Design board_status_io, sky130hd; sources not shown.
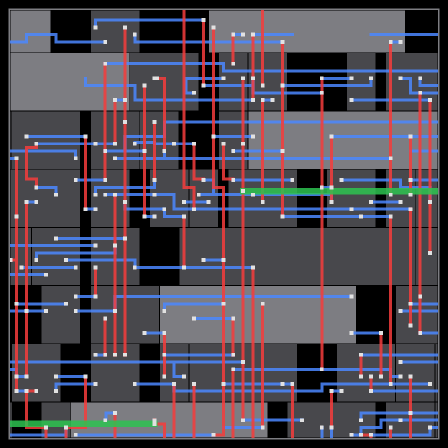
Figure 1: zoomed window.
Region (68, 50) to (88, 70) µm. Cells in grey, sequential cells in the stronger grey; small squares are vias.
| colour | layer |
|---|---|
| red | met2 |
| green | met3 |
| blue | met1 |
sequential cells in the window: 5
most frequent: nor4_1 (5), dfrtp_1 (5)
cells with their middle in the window: 38

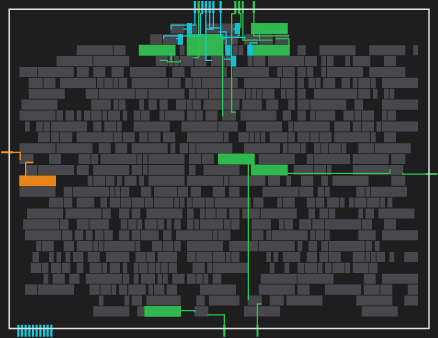
Figure 2: wires at chosen ports, followed through buffers.
(4 px per µm)
| colour | port | bits | direction | edge | end cells | buffers | wire |
|---|---|---|---|---|---|---|---|
| orange | rx_activity | 1 | input | west | 1 | 1 | 10.2 µm |
| cyan | I_top | 16 | input | 10 south, 6 north | 6 | 6 | 82.7 µm |
| green | led | 8 | output | 5 north, 2 south, 1 east | 8 | 8 | 203 µm |
# IOs: 34
Port-buffer cells: 21

==> impl_table.tex <==
% Implementation results table
\begin{tabular}{lr}
\hline
Metric & Value \\
\hline
\multicolumn{2}{l}{\textbf{Status}} \\
Status & complete, no violations \\
\multicolumn{2}{l}{\textbf{Setup path}} \\
Worst EP required & approximately 2600 ps \\
Crit Path Category & register to register \\
Depth of the worst register-to-register path & 7 \\
Arrival @ worst endpoint & $\sim$2500 ps \\
\multicolumn{2}{l}{\textbf{Yosys}} \\
Count of state elements after synthesis & between 90 and 100 \\
Async set-reset flop share out of synthesis & 100\% \\
Yosys stat cell total & around 450 \\
\multicolumn{2}{l}{\textbf{GRT}} \\
Global routing usage on met3 & $\sim$7\% \\
Layer with the highest usage & met2 \\
Grt total ovfl & 0 \\
Global-route wire length before repair & approximately 16 mm \\
Met1 layer usage reported by global route & 32.2\% \\
Total track usage & 23.9\% \\
\multicolumn{2}{l}{\textbf{Pwr}} \\
Relative contribution of the clock network to total power & between 30\% and 40\% \\
Reported leakage power & $\sim$2.2 nW \\
Share of power burned in registers & 54.6\% \\
Switching part of the total & 26.8\% \\
Internal power of the cells & roughly 0.0024 W \\
\multicolumn{2}{l}{\textbf{Clock network}} \\
H-Tree Depth & 3 \\
Longest Clk Path Bufs & 2 \\
Clock buffer count from CTS & 9 \\
\multicolumn{2}{l}{\textbf{Final timing}} \\
Clock skew & between 10 and 15 ps \\
Count of final max-slew check failures & 0 \\
Share of the cycle needed by the critical path after routing & 95.7\% \\
\multicolumn{2}{l}{\textbf{Die}} \\
Die Area & 8310 µm² \\
Core box area & roughly 7300 µm² \\
\multicolumn{2}{l}{\textbf{Routing}} \\
Routed length per instance & around 15 µm \\
Average via count per standard cell & between 5 and 6 \\
Total routed wire length on the met1 layer & $\sim$4.1 mm \\
\multicolumn{2}{l}{\textbf{Placed design}} \\
Cells after DPL & 575 \\
\multicolumn{2}{l}{\textbf{Job}} \\
Total number of warnings across the stage logs & 37 \\
\multicolumn{2}{l}{\textbf{Cells and area}} \\
Combinational gate area & $\sim$2100 µm² \\
\hline
\end{tabular}
[area by class of cell]
type / instances / area share (%)
Sequential cell: 98 / 45.9
Clock inverter: 7 / 1.64
Inverter: 13 / 0.914
Timing Repair Buffer: 43 / 7.27
Multi-Input combinational cell: 327 / 39.6
Tap cell: 101 / 2.37
Clock buffer: 9 / 2.32
[power by group through the flow]
stage / registers (W) / clock network, W / logic (W)
5_1_grt: 0.00177 / 0.00121 / 0.000408
3_5_place_dp: 0.00178 / 0 / 0.000342
2_1_floorplan: 0.00178 / 0 / 0.000215
6_report: 0.00176 / 0.00110 / 0.000365
4_1_cts: 0.00175 / 0.00113 / 0.000350
3_3_place_gp: 0.00178 / 0 / 0.000334
[metrics by stage]
stage | util (%) | hold slack [ps] | instance area [µm²]
2_1_floorplan | - | 64.4 | 4630
3_3_place_gp | 68.4 | 333 | 5010
3_5_place_dp | 68.4 | 340 | 5010
4_1_cts | 71.7 | 364 | 5260
5_1_grt | 72.8 | 376 | 5340
6_report | 72.8 | 360 | 5340
[cells in the final DEF, fill, tap and decap left out, types with 3 or more instances in the layout]
cell / instances
sky130_fd_sc_hd__clkdlybuf4s50_1: 20
sky130_fd_sc_hd__ha_1: 4
sky130_fd_sc_hd__nand4_1: 23
sky130_fd_sc_hd__nor4_2: 5
sky130_fd_sc_hd__nor2b_1: 3
sky130_fd_sc_hd__xor2_1: 21
sky130_fd_sc_hd__and3_1: 6
sky130_fd_sc_hd__xnor2_1: 47
sky130_fd_sc_hd__buf_4: 21
sky130_fd_sc_hd__a21oi_1: 7
sky130_fd_sc_hd__nor4_1: 17
sky130_fd_sc_hd__inv_1: 13
sky130_fd_sc_hd__dfrtp_1: 98
sky130_fd_sc_hd__or3_1: 4
sky130_fd_sc_hd__nor3_1: 14
sky130_fd_sc_hd__nand2_1: 24
sky130_fd_sc_hd__and4_1: 4
sky130_fd_sc_hd__nor3b_1: 3
sky130_fd_sc_hd__o21ai_0: 5
sky130_fd_sc_hd__clkbuf_8: 9
sky130_fd_sc_hd__nand2b_1: 4
sky130_fd_sc_hd__nand3_1: 22
sky130_fd_sc_hd__nor2_1: 78
[timing repair]
action | CTS | global route
pin swaps | 2 | 4
hold buffers | 1 | 0
setup buffers | 2 | 4
gates cloned | 0 | 0
gates resized | 2 | 8
endpoints found under the hold margin | 33 | 0
endpoints found under the setup margin | 1 | 2
[critical path: stages, from the launching register on]
cell and delay (ps):
sky130_fd_sc_hd__dfrtp_1 440, sky130_fd_sc_hd__nor4_1 430, sky130_fd_sc_hd__nand4_1 190, sky130_fd_sc_hd__buf_4 200, sky130_fd_sc_hd__o31ai_4 200, sky130_fd_sc_hd__o311ai_2 200, sky130_fd_sc_hd__nor4_2 360, sky130_fd_sc_hd__nand4_1 150
[logic make-up after synthesis]
kind of cell	count (synthesis)	synth area share (%)
multiplexers	3	0.703
buffers and inverters	23	2.68
other	1	0.0810
XOR/XNOR	68	12.9
AND/OR/NAND/NOR	223	25.4
adder cells (fa/ha/maj)	4	1.08
AND-OR/OR-AND	28	4.22
flip-flops	98	53.0
Power and IR drop assume default switching activity.
